$ cat src/rtl/adler32_chk_pkg.sv
// Shared types and constants for the Adler-32 zlib trailer checker.
package adler32_chk_pkg;

  localparam int unsigned DATA_WD  = 32;
  localparam int unsigned MOD_BASE = 65521;

  typedef enum logic [2:0] {
    IDLE,
    ACTV,
    PROC,
    CHK,
    DONE
  } state_t;

  // Running checksum halves, packed as {s2,s1} to match the trailer layout
  typedef struct packed {
    logic [15:0] s2;
    logic [15:0] s1;
  } adler32_s_t;

endpackage

$ cat src/rtl/adler32_byte_step.sv
// One Adler-32 byte update: s1' = (s1+b) mod M, s2' = (s2+s1') mod M.
// Both inputs are below M, so one conditional subtract per sum suffices.
module adler32_byte_step
  import adler32_chk_pkg::*;
#(
  parameter int unsigned MOD = MOD_BASE
) (
  input  adler32_s_t s,
  input  logic [7:0] b,
  output adler32_s_t nxt
);

  logic [16:0] sum1;
  logic [16:0] sum2;
  logic [15:0] s1_n;
  logic [15:0] s2_n;

  // Two chained 17-bit add / conditional-subtract stages
  always_comb begin
    sum1 = 17'(s.s1) + 17'(b);
    s1_n = (sum1 >= 17'(MOD)) ? 16'(sum1 - 17'(MOD)) : 16'(sum1);
    sum2 = 17'(s.s2) + 17'(s1_n);
    s2_n = (sum2 >= 17'(MOD)) ? 16'(sum2 - 17'(MOD)) : 16'(sum2);
    nxt  = '{s2: s2_n, s1: s1_n};
  end

endmodule

$ cat config.mk
export PLATFORM = sky130hd
export DESIGN_NAME = adler32_byte_step
export DESIGN_NICKNAME = d
export VERILOG_FILES = /design/src/rtl/adler32_chk_pkg.sv /design/src/rtl/adler32_byte_step.sv
export SDC_FILE = /design/constraint.sdc
export NUM_CORES = 1
export LEC_CHECK = 0
export CORE_ASPECT_RATIO = 1.2
export CORE_MARGIN = 1
export CORE_UTILIZATION = 45
export DETAILED_ROUTE_END_ITERATION = 10
export PLACE_DENSITY = 0.8
export SYNTH_ARGS = -nofsm -noshare
export SYNTH_HDL_FRONTEND = slang
export SYNTH_SLANG_ARGS = --single-unit
$ cat constraint.sdc
create_clock -name vclk -period 16.4
set_input_delay 2.46 -clock vclk [all_inputs]
set_output_delay 2.46 -clock vclk [all_outputs]
set_load 0.01 [all_outputs]
==> flow_summary.yaml, run 1 <==
# synthesis and place-and-route metrics
pwr:
  p_comb_share_pct: 100.0
  switching_share_pct: 49.6
  powerDensity_mw_per_mm2: 74.6
  pwr-share-seq_pct: 0
critical_path:
  arrival_ns: 9.58
  start_kind: "input pin"
  critPathMaxFanout: 14
  required_ns: 13.94
layout:
  final_cell_area_mm2: 0.00277
  num_antenna_cells: 0
  fin_nets: 428
status:
  status: "complete, no violations"
final_timing:
  max_slew.worst_pin.slew_ns: 0.705
  hold_violations: 0
  finalCriticalPeriod_ns: 12.04
  tns_ns: 0
  relSlewSlack_pct: 52.6
clocking:
  postCtsSetupRepairBufs: 0
global_route:
  globalRoute.totalOverflow: 0
  grt_start_max_net_pins: 15
  first_global_vias: 2063
  grt_pass1_wl_mm: 8.25
  antenna_found_initial: 0
placement:
  io_buffers: 72
  dp_hpwl_mm: 4.36
  place_congestion: 0.851
synth:
  yosysTopAreaCell: "ha_1"
  synth.avg_cell_area_um2: 7.04
  ys_cells: 284
  syn-instance-count: 284
floorplanning:
  core_area_mm2: 0.00426
  fp.dieH_um: 75.0
  ios: 72
routing:
  drtPass1Iterations: 4
  viasPerCell: 5.51
hold_path:
  whs_path_depth: 4
## run 1: cells by family (layout without fill, tap and decap cells)
family,Yosys count,count (layout),share of synthesized area (%)
AND-OR/OR-AND,70,70,23.3
multiplexers,5,5,2.57
AND/OR/NAND/NOR,114,114,30.1
buffers and inverters,19,89,4.00
XOR/XNOR,44,44,19.3
adder cells (fa/ha/maj),32,32,20.8
## run 1: cell usage after synthesis, drive strengths merged, types with 4 or more instances
library cell,n
xnor2,26
nand4,6
a21oi,19
and3,4
a2111oi,4
a21o,8
inv,17
nor4,5
nor3,9
o21ai,14
nand3,7
a31oi,5
xor2,18
nand2,28
nor2,25
or2,5
a211oi,5
ha,30
or3,4
mux2i,4
nand2b,5
## run 1: worst max-delay path by stage
stage | start | to | slack [ns] | cells after the start
after global placement | b[0] | nxt[30] | 4.47 | 26
after CTS | b[0] | nxt[30] | 4.39 | 26
after floorplan | b[0] | nxt[23] | 6.14 | 25
final | b[0] | nxt[30] | 4.36 | 26
after global routing | b[0] | nxt[30] | 3.69 | 26
after detailed placement | b[0] | nxt[30] | 4.43 | 26
## run 1: layout make-up
type	instances	area (um^2)	area share [%]
Multi-Input combinational cell	265	1920	69.2
Timing Repair Buffer	72	721	26.0
Inverter	17	63.8	2.30
Tap cell	56	70.1	2.53
## run 1: through the flow
stage          setup slack (ns)  util (%)  cells  hold slack, ns
2_1_floorplan              6.14         -    284            5.08
3_3_place_gp               4.47      65.1    410            6.08
3_5_place_dp               4.43      65.1    410            6.09
4_1_cts                    4.39      65.1    410            6.10
5_1_grt                    3.69      65.1    410            6.16
6_report                   4.36      65.1    410            6.10
## run 1: per-layer routing
| metal | global-route usage (%) | vias to the layer above | share of wire, % |
|---|---|---|---|
| met4 | 1.81 | 0 | 0.62 |
| met3 | 1.06 | 4 | 2.9 |
| met1 | 23.9 | 1020 | 43 |
| met2 | 43.4 | 46 | 53 |
| met5 | 0 | - | 0 |
| li1 | - | 1189 | - |
## run 1: placed cells by master (no fill, tap or decap), types with 3 or more instances in the layout
cell type         n
inv_1            17
xnor2_1          26
nand4_1           6
nor3_1            9
a21oi_1          19
and2_1            3
nand2_1          28
clkdlybuf4s50_1  72
nor2_1           25
a211oi_1          4
or2_2             5
nor4_1            5
nand3_1           7
and3_1            4
nor3b_2           3
o21ai_0          12
a31oi_1           5
nand2b_1          5
xor2_1           18
ha_1             30
mux2i_1           4
or3_1             4
a21o_1            8
## run 1: power groups by stage
stage | combinational (W) | sequential [W] | clock [W]
floorplan | 0.000129 | 0 | 0
global placement | 0.000204 | 0 | 0
detailed placement | 0.000206 | 0 | 0
CTS | 0.000207 | 0 | 0
global route | 0.000227 | 0 | 0
finish | 0.000207 | 0 | 0
Fig. 1: run 1, pin map
Drawn at 4 px/um. Pins as bars across the die edge, other pins in gray.
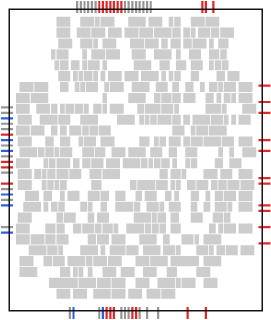
color	port	pins	direction	edge
red	`nxt`	32	output	11 east, 10 north, 7 south, 4 west
blue	`b`	8	input	6 west, 2 south

Fig. 2: run 1, signal wires on met3
Drawn at 4 px/um.
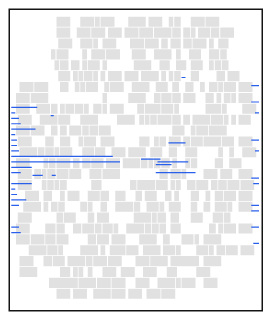
nets with wire on the layer	38
wire length on this layer	143 um
share of all routed wire	2.9%
longest straight run	26.9 um
main direction	horizontal
drt total wl: 4.99 mm
via count: 2259
grt met3 use: 1.06%

Fig. 3: run 1, routing congestion map
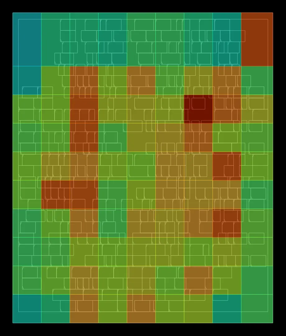
met2 Resource Use GR: 43.4%
Routed WL per cell: 12.2 um
GRT Max-Usage Layer: met2

Fig. 4: run 1, wiring by layer
Drawn at 6 px/um. Only two layers are drawn.
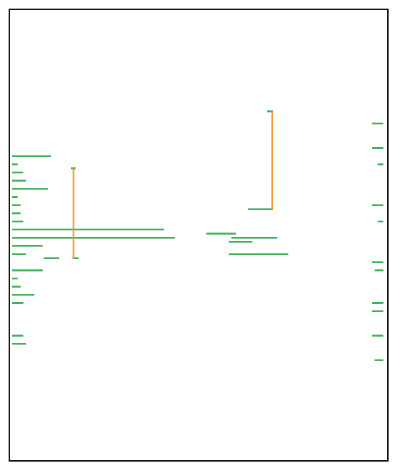

==> run 2: changes to the inputs <==
- clock period: 16.4 -> 11.3 ns (I/O delays scaled with it)
Fig. 5: run 2, wiring by layer
Drawn at 6 px/um. Only two layers are drawn.
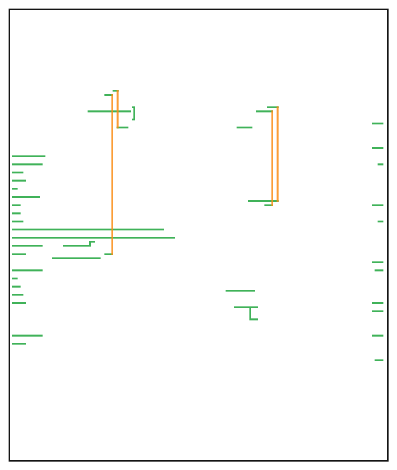
color	layer	wire length
green	metal 3	165 um
orange	metal 4	63.9 um
drt total wl: 5.01 mm
Routed WL per cell: 12.2 um
Total GRT Usage: 20.7%
via count: 2244

Fig. 6: run 2, pin map
Drawn at 4 px/um. Pins as bars across the die edge, other pins in gray.
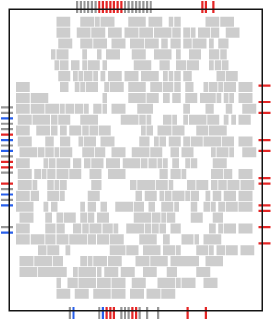
color	port	pins	direction	edge
red	`nxt`	32	output	11 east, 10 north, 7 south, 4 west
blue	`b`	8	input	6 west, 2 south
all pins by edge	24 north, 20 west, 17 south, 11 east
Die Y: 75.0 um
Port Buffers: 72
chip width: 62.9 um

Fig. 7: run 2, signal wires on met3
Drawn at 4 px/um.
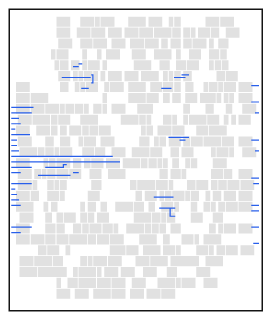
grt met3 use: 1.21%

==> run 2 against run 1 <==
Effect of this change: synthesized area did not move; power rose by 45%; die size did not move; critical path depth did not move; sequential cell count did not move; synthesized cell count did not move; setup slack got worse by 3.6 ns; core utilization did not move; critical path type unchanged.
==> flow_summary.yaml, run 2 <==
# synthesis and place-and-route metrics
final_timing:
  tns_ns: 0
  relSlewSlack_pct: 52.5
  finalCriticalPeriod_ns: 10.51
  fmax_mhz: 95.2
  period_used_pct: 93.0
  hold_violations: 0
  max_slew.worst_pin.slew_ns: 0.711
layout:
  logic_area_mm2: 0.00192
  flops: 0
  clkbuf_count: 0
  layout_top_cell: "clkdlybuf4s50_1"
  final_cell_area_mm2: 0.00277
  final_cells: 410
  lay_top_cells: "clkdlybuf4s50_1, ha_1, nand2_1"
  num_antenna_cells: 0
  fin_nets: 428
critical_path:
  required_ns: 9.61
  arrival_ns: 8.81
  critPathMaxFanout: 14
  start_kind: "input pin"
synth:
  top_cell: "ha_1"
  top_cells_by_count: "ha_1, nand2_1, xnor2_1"
  syn-instance-count: 284
  ys_cells: 284
  top_cell_area_share_pct: 18.8
  yosysTopAreaCell: "ha_1"
  synth.avg_cell_area_um2: 7.04
placement:
  dp_hpwl_mm: 4.36
  place_congestion: 0.851
  place_inst: 410
pwr:
  powerDensity_mw_per_mm2: 108
  power_leakage_nw: 1.14
  vdd_drop_max_uv: 40.0
  finalPower_w: 0.000300
routing:
  viasPerCell: 5.47
  drtPass1Iterations: 4
global_route:
  antenna_found_initial: 0
  grt_pass1_wl_mm: 8.30
  first_global_vias: 2086
  globalRoute.totalOverflow: 0
  grt_start_max_net_pins: 15
clocking:
  postCtsSetupRepairBufs: 0
floorplanning:
  ios: 72
  core_area_mm2: 0.00426
flow_run:
  warnings: 37
status:
  status: "complete, no violations"
hold_path:
  whs_path_depth: 4
run 2: cell counts after synthesis:
No cell type changed its count.
run 2: path summary, 6_finish.rpt:
check,slack [ns],endpoint,start
max,0.79,nxt[30],b[0]
min,4.56,nxt[13],s[13]
run 2: where the power goes:
group          internal [W]  switching, W
clock                     0             0
combinational      0.000151      0.000149
sequential                0             0
total              0.000151      0.000149
run 2: kinds of logic (layout without fill, tap and decap cells):
family / count (synthesis) / count (layout) / share of synthesized area (%)
AND-OR/OR-AND: 70 / 70 / 23.3
XOR/XNOR: 44 / 44 / 19.3
adder cells (fa/ha/maj): 32 / 32 / 20.8
buffers and inverters: 19 / 89 / 4.00
multiplexers: 5 / 5 / 2.57
AND/OR/NAND/NOR: 114 / 114 / 30.1
run 2: area by class of cell:
cell class,count,share of cell area (%)
Tap cell,56,2.53
Inverter,17,2.30
Multi-Input combinational cell,265,69.2
Timing Repair Buffer,72,26.0
run 2: worst max-delay path, stage by stage:
cell             delay (ns)
clkdlybuf4s50_1        0.46
ha_1                   0.17
inv_1                  0.05
fa_1                   0.39
nor2b_1                0.13
o21a_1                 0.13
o21ai_1                0.11
nor4b_1                0.18
a2111oi_1              0.64
nor3_1                 0.09
o2111ai_1              0.32
nand2_1                0.23
xnor2_1                0.23
ha_1                   0.20
inv_1                  0.06
fa_1                   0.38
nand3b_1               0.20
nand2_1                0.14
xor2_1                 0.26
o21ai_1                0.15
nor4_1                 0.62
a32oi_1                0.12
o41a_1                 0.62
nor4_1                 0.50
xor2_1                 0.18
clkdlybuf4s50_1        0.54
run 2: routing by layer:
metal	global-route usage [%]	wire length, um	vias up
met2	43.6	2570	54
met3	1.21	165	8
li1	-	-	1183
met4	1.03	63	0
met1	23.9	2210	999
met5	0	0	-
run 2: stage by stage:
stage | hold slack (ns) | setup WS (ns) | util (%)
after detailed placement | 4.56 | 0.835 | 65.1
after global placement | 4.55 | 0.902 | 65.1
after global routing | 4.63 | 0.0828 | 65.1
after floorplan | 3.55 | 2.57 | -
final | 4.56 | 0.791 | 65.1
after CTS | 4.56 | 0.813 | 65.1
Power figures rest on the tool's default switching activity, not on a simulated workload.
